**config.mk**
```make
export PLATFORM = sky130hd
export DESIGN_NAME = pin_entry_ctrl
export DESIGN_NICKNAME = d
export VERILOG_FILES = /design/src/rtl/pin_entry_ctrl.sv
export SDC_FILE = /design/constraint.sdc
export NUM_CORES = 1
export LEC_CHECK = 0
export CAP_MARGIN = 20
export CORE_MARGIN = 2
export CORE_UTILIZATION = 35
export CTS_BUF_LIST = sky130_fd_sc_hd__clkbuf_2
export CTS_CLUSTER_DIAMETER = 80
export DETAILED_ROUTE_END_ITERATION = 8
export HOLD_SLACK_MARGIN = 0.02
export PLACE_DENSITY = 0.67
export SYNTH_ARGS = -nofsm -noshare
export SYNTH_HDL_FRONTEND = slang
export SYNTH_SLANG_ARGS = --single-unit
```
**constraint.sdc**
```tcl
create_clock -name clk -period 2.2 [get_ports clk]
set_input_delay 0.22 -clock clk [delete_from_list [all_inputs] [get_ports clk]]
set_output_delay 0.22 -clock clk [all_outputs]
set_load 0.02 [all_outputs]
```
**src/rtl/pin_entry_ctrl.sv**
```systemverilog
// Purpose: session front end; latches the account, assembles a 4-digit BCD PIN, tracks failures/locks.
// Latency: key_enter in cycle N -> pin_valid in N+1 -> result state and auth_fail in N+2; outputs registered.
// Backpressure: none; keypad and card pulses are accepted or ignored per state. Optional macro: PIN_TIMEOUT_EN.
module pin_entry_ctrl #(
    parameter int MAX_ATTEMPTS   = 3,
    parameter int TIMEOUT_CYCLES = 1024
) (
    input  logic        clk,
    input  logic        rst_n,
    input  logic        card_insert,
    input  logic        card_eject,
    input  logic [3:0]  acc_num_in,
    input  logic        key_valid,
    input  logic [3:0]  key_digit,
    input  logic        key_clear,
    input  logic        key_enter,
    input  logic        acc_found_stat,
    input  logic        acc_auth_stat,
    output logic [3:0]  acc_num,
    output logic [15:0] pin,
    output logic        pin_valid,
    output logic        session_ok,
    output logic        auth_fail,
    output logic        card_locked,
    output logic [1:0]  attempts_left,
    output logic        timeout
);

    localparam logic [2:0] S_IDLE    = 3'd0;
    localparam logic [2:0] S_ENTER   = 3'd1;
    localparam logic [2:0] S_CHECK   = 3'd2;
    localparam logic [2:0] S_GRANTED = 3'd3;
    localparam logic [2:0] S_REJECT  = 3'd4;
    localparam logic [2:0] S_LOCKED  = 3'd5;
    localparam logic [1:0] MAX_A     = 2'(MAX_ATTEMPTS);

    logic [2:0]  state_q, state_d;
    logic [3:0]  acc_q, acc_d;
    logic [15:0] pin_q, pin_d;
    logic [2:0]  cnt_q, cnt_d;
    logic        found_q, found_d;
    logic [1:0]  fail_q [10];
    logic [1:0]  fail_d [10];
    logic [9:0]  lock_q, lock_d;
    logic        auth_fail_q, auth_fail_d;
    logic        pin_valid_q, session_ok_q, card_locked_q;
    logic [1:0]  attempts_q, attempts_d;
    logic        ins_locked;
    logic [1:0]  cur_fail;

`ifdef PIN_TIMEOUT_EN
    localparam int TW = $clog2(TIMEOUT_CYCLES + 1);
    logic [TW-1:0] idle_q, idle_d;
    logic          timeout_q, timeout_d;
    logic          key_evt;
`endif

    // Lock lookup for the inserted account and fail count of the latched account (accounts >= 10 have no storage).
    always_comb begin
        ins_locked = 1'b0;
        cur_fail   = 2'd0;
        for (int i = 0; i < 10; i++) begin
            if (acc_num_in == 4'(i)) ins_locked = lock_q[i];
            if (acc_q == 4'(i))      cur_fail   = fail_q[i];
        end
    end

    // Next-state logic; card_eject outranks everything, including the authenticator result.
    always_comb begin
        state_d     = state_q;
        acc_d       = acc_q;
        pin_d       = pin_q;
        cnt_d       = cnt_q;
        found_d     = found_q;
        fail_d      = fail_q;
        lock_d      = lock_q;
        auth_fail_d = 1'b0;
`ifdef PIN_TIMEOUT_EN
        idle_d      = idle_q;
        timeout_d   = 1'b0;
        key_evt     = key_clear || (key_enter && cnt_q == 3'd4) ||
                      (key_valid && key_digit <= 4'd9 && cnt_q < 3'd4);
`endif
        if (card_eject && state_q != S_IDLE) begin
            state_d = S_IDLE;
            pin_d   = 16'd0;
            cnt_d   = 3'd0;
        end else begin
            case (state_q)
                S_IDLE: begin
                    if (card_insert) begin
                        acc_d   = acc_num_in;
                        pin_d   = 16'd0;
                        cnt_d   = 3'd0;
                        state_d = (acc_num_in <= 4'd9 && ins_locked) ? S_LOCKED : S_ENTER;
                    end
                end
                S_ENTER: begin
                    if (key_clear) begin
                        pin_d = 16'd0;
                        cnt_d = 3'd0;
                    end else if (key_enter) begin
                        if (cnt_q == 3'd4) state_d = S_CHECK;
                    end else if (key_valid && key_digit <= 4'd9 && cnt_q < 3'd4) begin
                        pin_d = {pin_q[11:0], key_digit};
                        cnt_d = cnt_q + 3'd1;
                    end
`ifdef PIN_TIMEOUT_EN
                    if (key_evt) begin
                        idle_d = '0;
                    end else if (idle_q == TW'(TIMEOUT_CYCLES - 1)) begin
                        timeout_d = 1'b1;
                        state_d   = S_IDLE;
                        pin_d     = 16'd0;
                        cnt_d     = 3'd0;
                    end else begin
                        idle_d = idle_q + 1'b1;
                    end
`endif
                end
                S_CHECK: begin
                    found_d = acc_found_stat;
                    if (acc_found_stat && acc_auth_stat) begin
                        state_d = S_GRANTED;
                        for (int i = 0; i < 10; i++)
                            if (acc_q == 4'(i)) fail_d[i] = 2'd0;
                    end else begin
                        auth_fail_d = 1'b1;
                        state_d     = S_REJECT;
                        if (acc_found_stat && acc_q <= 4'd9) begin
                            for (int i = 0; i < 10; i++) begin
                                if (acc_q == 4'(i)) begin
                                    fail_d[i] = fail_q[i] + 2'd1;
                                    if (fail_q[i] + 2'd1 == MAX_A) begin
                                        lock_d[i] = 1'b1;
                                        state_d   = S_LOCKED;
                                    end
                                end
                            end
                        end
                    end
                end
                S_REJECT: begin
                    pin_d   = 16'd0;
                    cnt_d   = 3'd0;
                    state_d = found_q ? S_ENTER : S_IDLE;
                end
                default: ;
            endcase
        end
`ifdef PIN_TIMEOUT_EN
        if (state_d != S_ENTER) idle_d = '0;
`endif
    end

    // Remaining-attempts value for the state being entered, so the output is registered alongside it.
    always_comb begin
        attempts_d = 2'd0;
        if (state_d != S_IDLE && acc_d <= 4'd9) begin
            for (int i = 0; i < 10; i++)
                if (acc_d == 4'(i)) attempts_d = MAX_A - fail_d[i];
        end
    end

    // State, per-account storage and registered outputs; synchronous active-low reset.
    always_ff @(posedge clk) begin
        if (!rst_n) begin
            state_q       <= S_IDLE;
            acc_q         <= 4'd0;
            pin_q         <= 16'd0;
            cnt_q         <= 3'd0;
            found_q       <= 1'b0;
            lock_q        <= 10'd0;
            auth_fail_q   <= 1'b0;
            pin_valid_q   <= 1'b0;
            session_ok_q  <= 1'b0;
            card_locked_q <= 1'b0;
            attempts_q    <= 2'd0;
            for (int i = 0; i < 10; i++) fail_q[i] <= 2'd0;
`ifdef PIN_TIMEOUT_EN
            idle_q        <= '0;
            timeout_q     <= 1'b0;
`endif
        end else begin
            state_q       <= state_d;
            acc_q         <= acc_d;
            pin_q         <= pin_d;
            cnt_q         <= cnt_d;
            found_q       <= found_d;
            lock_q        <= lock_d;
            auth_fail_q   <= auth_fail_d;
            pin_valid_q   <= (state_d == S_CHECK);
            session_ok_q  <= (state_d == S_GRANTED);
            card_locked_q <= (state_d == S_LOCKED);
            attempts_q    <= attempts_d;
            for (int i = 0; i < 10; i++) fail_q[i] <= fail_d[i];
`ifdef PIN_TIMEOUT_EN
            idle_q        <= idle_d;
            timeout_q     <= timeout_d;
`endif
        end
    end

    assign acc_num       = acc_q;
    assign pin           = pin_q;
    assign pin_valid     = pin_valid_q;
    assign session_ok    = session_ok_q;
    assign auth_fail     = auth_fail_q;
    assign card_locked   = card_locked_q;
    assign attempts_left = attempts_q;
`ifdef PIN_TIMEOUT_EN
    assign timeout       = timeout_q;
`else
    // Timer not built: constant zero (TIMEOUT_CYCLES is never negative).
    assign timeout       = (TIMEOUT_CYCLES < 0);
`endif

endmodule

```
==> results.cfg, run 1 <==
; flow metrics
[run_status]
status = complete, but fails checks
violations = negative setup slack

[logic_synthesis]
synth.distinct_cells = 67
yosysTopAreaCellShare_pct = 35.1
synth.logic.top_family = simple AND/OR/NAND/NOR gates
synth_top_cell_by_area = dfxtp_1
ys_sh_xor_pct = 0.244
async_flop_share_pct = 0
synthAoiAreaFrac_pct = 22.1
dominantRegCellSynth = dfxtp_1
syn_avg_cell_area_sq_um = 8.04

[clocking]
cts.clk_slew.worst_paths_ns = 0.22
clock_path_buffers = 2
cts_root_buf = clkbuf_2
holdBufCountCts = 0
clk_latency_ns = 0.52
numClockSinks = 63

[setup_path]
path_class = reg -> reg
r2r_slack_ns = -0.03
worst-endpoint-arrival_ns = 2.63
cp-end-kind = flop
worstReg2RegStart = acc_num[2]$_SDFF_PN0_
rr_endpoint = attempts_left[0]$_SDFF_PN0_

[global_routing]
met1_usage_pct = 27.1
grt_pass1_vias = 3823
grt_util_all_layers_pct = 20.8
grt_max_degree = 20
grt_pass1_wl_microns = 18500
grt_use_met2_pct = 35.2
overflow = 0

[floorplanning]
die_h_microns = 105

[layout]
area_growth_pct = 46.4
final_cell_mix = buf_4 (103), nor2_1 (58), dfxtp_1 (55), clkdlybuf4s50_1 (42), nand2_1 (39)
n_antenna_cell = 0
drive_gt1_share_pct = 30.3
nets = 622

[sta]
fin_crit_ns = 2.23
fmax_mhz = 448
finalClockPeriodUsage_pct = 102
final-hold-violation-count = 0
setup_tns_ns = -0.0600
setup_viol = 2
worst_slack_ns = -0.0340

[worst_hold_path]
whs_endpoint = pin[0]$_SDFFE_PP0P_

[flow_run]
warnings = 29

[route]
wl_met2_microns = 5620
wl_met3_microns = 678
route.detailed.drc = 0
dr_total_vias = 3859
drt_iter0_drc = 206

[placement]
place.gp.congestion = 0.963
place_ws_ns = -0.373

[pwr]
switching_share_pct = 31.3
clkPwrFrac_pct = 31.3
comb-power_w = 0.000492
p_comb_share_pct = 20.3
peakVddDrop_v = 0.000320
-- run 1: critical path, stage by stage (launching register included) --
cell      delay, ns
dfxtp_4        0.42
buf_6          0.12
buf_4          0.12
nand2b_4       0.16
nor3_4         0.21
buf_6          0.13
inv_2          0.03
ha_1           0.26
a31oi_1        0.22
o22ai_2        0.13
nand2b_1       0.16
o211ai_1       0.12
nor3_2         0.06
-- run 1: final cells by class --
class / instances / area [sq um]
fillers: 908 / 4600
multi-input cells: 331 / 2300
repair buffers: 153 / 1310
flip-flops and latches: 63 / 1280
well taps: 133 / 166
inverters: 25 / 93.8
clock inverters: 7 / 77.6
clock buffers: 9 / 45.0
-- run 1: repair_timing --
action,in CTS,in global routing
gates resized,11,37
endpoints found under the setup margin,3,5
pin swaps,7,18
buffers inserted,5,5
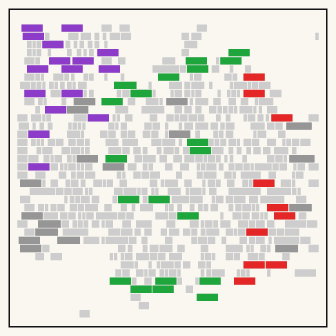
Fig. 1. Sequential cells colored by netlist name (run 1).
Other sequential cells in the stronger gray, the rest of the logic in the fainter gray.
Key: pin = purple [sequential cells 16, where upper left]; fail_q = green [sequential cells 20]; lock_q = red [sequential cells 10]
Another 17 sequential cells are not colored.
Seq area share: 24.3%
Seq power: 0.00117 W
storage element area: 0.00128 sq mm
fin util: 53.3%

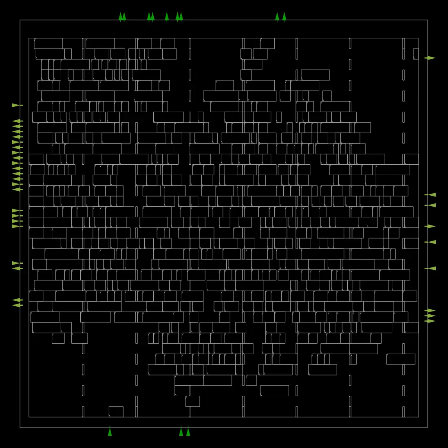
Fig. 2. Placement view (run 1).
Core Region: 0.00986 sq mm
Layout fillers: 908

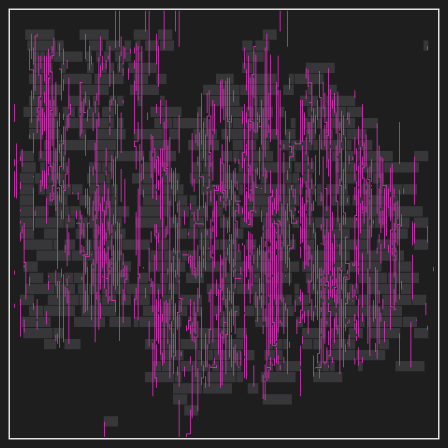
Fig. 3. The metal 2 layer (run 1).
The layer carries 5620 microns of wire. 540 nets have wire on it. The wires run mostly vertical. The layer holds 49% of the routed length. The longest straight run is 41.3 microns.

==> run 2, diff against run 1 <==
PLACE_DENSITY = 0.65   (was 0.67)
clock period = 2.8 ns   (was 2.2 ns; I/O delays follow)
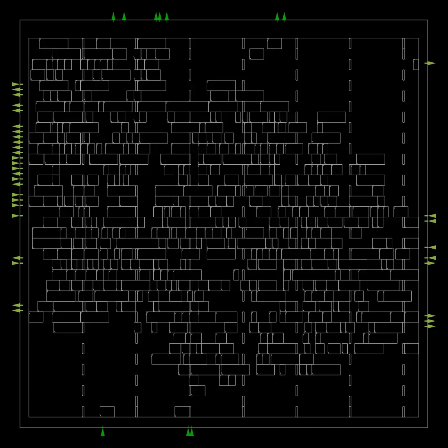
Fig. 4. Placement view (run 2).
FFs & Latches: 63
tap cells: 133
row count: 36
Layout fillers: 952

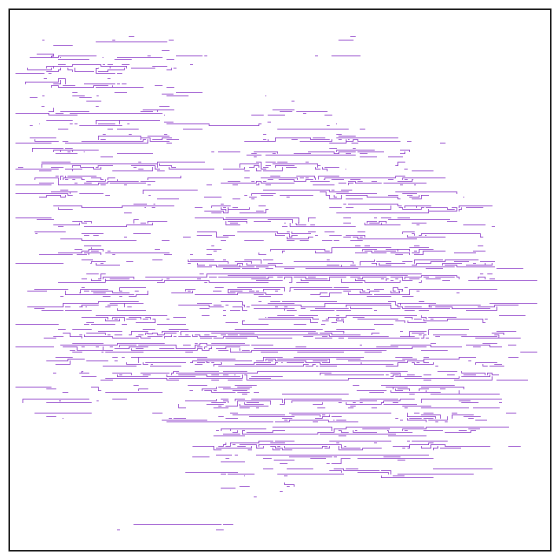
Fig. 5. M1 wires (run 2).
The layer holds 47% of the routed length. The longest straight run is 41.9 microns. 494 nets have wire on it.
met1 global-route usage: 26.7%
final WL: 10300 microns
via count: 3511

==> run 2 against run 1 <==
The run now ends clean. Flip-flop count is the same. Synthesized cell count is the same. Sequential power shrank 21%. Setup slack gained 0.30 ns. Core utilization shrank 8.3 points. Global-route usage shrank 1.4 points. Critical path type unchanged. Critical endpoint unchanged. Largest power group unchanged.
==> results.cfg, run 2 <==
; flow metrics
[run_status]
status = finished, final reports clean

[sta]
setup_viol = 0
slew_headroom_pct = 62.2
final-hold-violation-count = 0
finalClockPeriodUsage_pct = 90.4
fin_crit_ns = 2.53
fmax_mhz = 395
setup_tns_ns = 0
worst_slack_ns = 0.270

[floorplanning]
core_area_sq_mm = 0.00986
die_h_microns = 105

[layout]
final_cell_mix = dfxtp_1 (63), nor2_1 (59), clkdlybuf4s50_1 (42), nand2_1 (39), a21oi_1 (37)
logic_area_sq_mm = 0.00212
fin_util_pct = 45.1
inv_count = 25
largest_class = logic gates
drive_gt1_share_pct = 11.7
clk_share_pct = 3.83
nonClkBufAreaFrac_pct = 14.2
nets = 539
regArea_sq_mm = 0.00126
sh_comb_area_pct = 47.7
seq-cell-share_pct = 28.4
area_growth_pct = 23.6
logic_gate_count = 331
n_antenna_cell = 0
num-clock-buffers = 9
n_all_buffers = 70

[global_routing]
grt_pass1_vias = 3433
grt_util_all_layers_pct = 19.4
overflow = 0
grt_pass1_wl_microns = 17100

[clocking]
holdBufCountCts = 0
clk_latency_ns = 0.53
cts.clk_slew.worst_paths_ns = 0.23
cts_root_buf = clkbuf_2
cts_setup_buffers = 0
postCtsResizedCells = 0
clock_path_buffers = 2

[logic_synthesis]
syn_avg_cell_area_sq_um = 8.04
synth.distinct_cells = 67
yosysTopAreaCellShare_pct = 35.1
synthAoiAreaFrac_pct = 22.1
async_flop_share_pct = 0
synth_top_cell_by_area = dfxtp_1
dominantRegCellSynth = dfxtp_1
ys_sh_xor_pct = 0.244
synth.logic.top_family = simple AND/OR/NAND/NOR gates
top_cells_by_count = dfxtp_1 (63), nor2_1 (59), nand2_1 (39), a21oi_1 (37), inv_1 (25)
ys_sh_mux_pct = 3.27

[setup_path]
cp-end-kind = flop
path_max_fanout = 16
crit_cells = 8
path_cells = nor4b_1 > inv_1 > ha_1 > a31oi_1 > o22ai_1 > a222oi_1 > and4bb_1 > nor3_1
r2r_cells = 8
r2r_slack_ns = 0.27
rr_endpoint = attempts_left[0]$_SDFF_PN0_
critPathTopFamily = flip-flops
cpMaxStageDelayCell = dfxtp_1
worst-endpoint-arrival_ns = 2.94
cp_num_buf_inv = 1
critPathCapture = attempts_left[0]$_SDFF_PN0_
max_stage_delay_ns = 0.70

[pwr]
comb-power_w = 0.000281
p_comb_share_pct = 14.1
clkPwrFrac_pct = 39.5
netSwitchingPower_w = 0.000577
p_clk_w = 0.000791
switching_share_pct = 28.9
peakVddDrop_v = 0.000342
pg_seq_w = 0.000928

[route]
drt_iter0_drc = 207
dr.pass1.iters = 5
route.detailed.drc = 0
vias_per_cell = 5.50

[placement]
place.gp.congestion = 0.945
place_ws_ns = 0.0774

[worst_hold_path]
whs_endpoint = pin[0]$_SDFFE_PP0P_

[flow_run]
warnings = 27
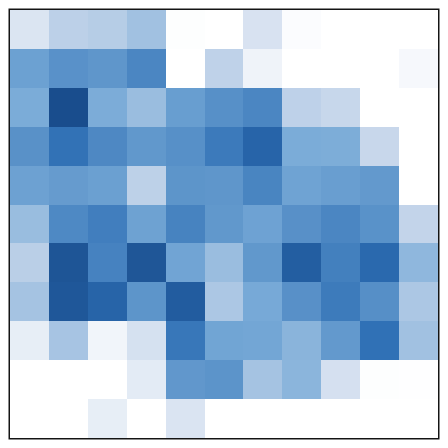
Fig. 6. Cell density map (run 2).
11 x 11 tiles, from white (low) to dark blue (high), 0 to 100% covered.
7.4% of the tiles are over 75% full. The emptiest ninth of the die: upper right. The mean over all tiles is 39%. The fullest tile reaches 88%.

==> run 2: netlist changes by cell type in the layout (fill, tap and decap cells not counted), sizes merged <==
| cell | previous run | this run |
|---|---|---|
| buf | 111 | 28 |
| bufinv | 1 | 3 |
| clkinv | 2 | 0 |
| clkinvlp | 1 | 0 |
| inv | 28 | 29 |
==> run 2: worst reg2reg max path, delay by kind of cell, from the launching register on <==
family / cells / cell delay, ns
flip-flops: 1 / 0.70
AND/OR/NAND/NOR: 3 / 0.66
adder cells (fa/ha/maj): 1 / 0.30
AND-OR/OR-AND: 3 / 0.59
buffers and inverters: 1 / 0.18
==> run 2: routing by layer <==
layer	vias to the layer above	track usage (%)	routed length (microns)
li1	1715	-	-
met5	-	0	0
met1	1656	26.7	4780
met3	14	4.21	686
met2	126	30.7	4650
met4	0	4.95	144
Power and IR drop assume default switching activity.
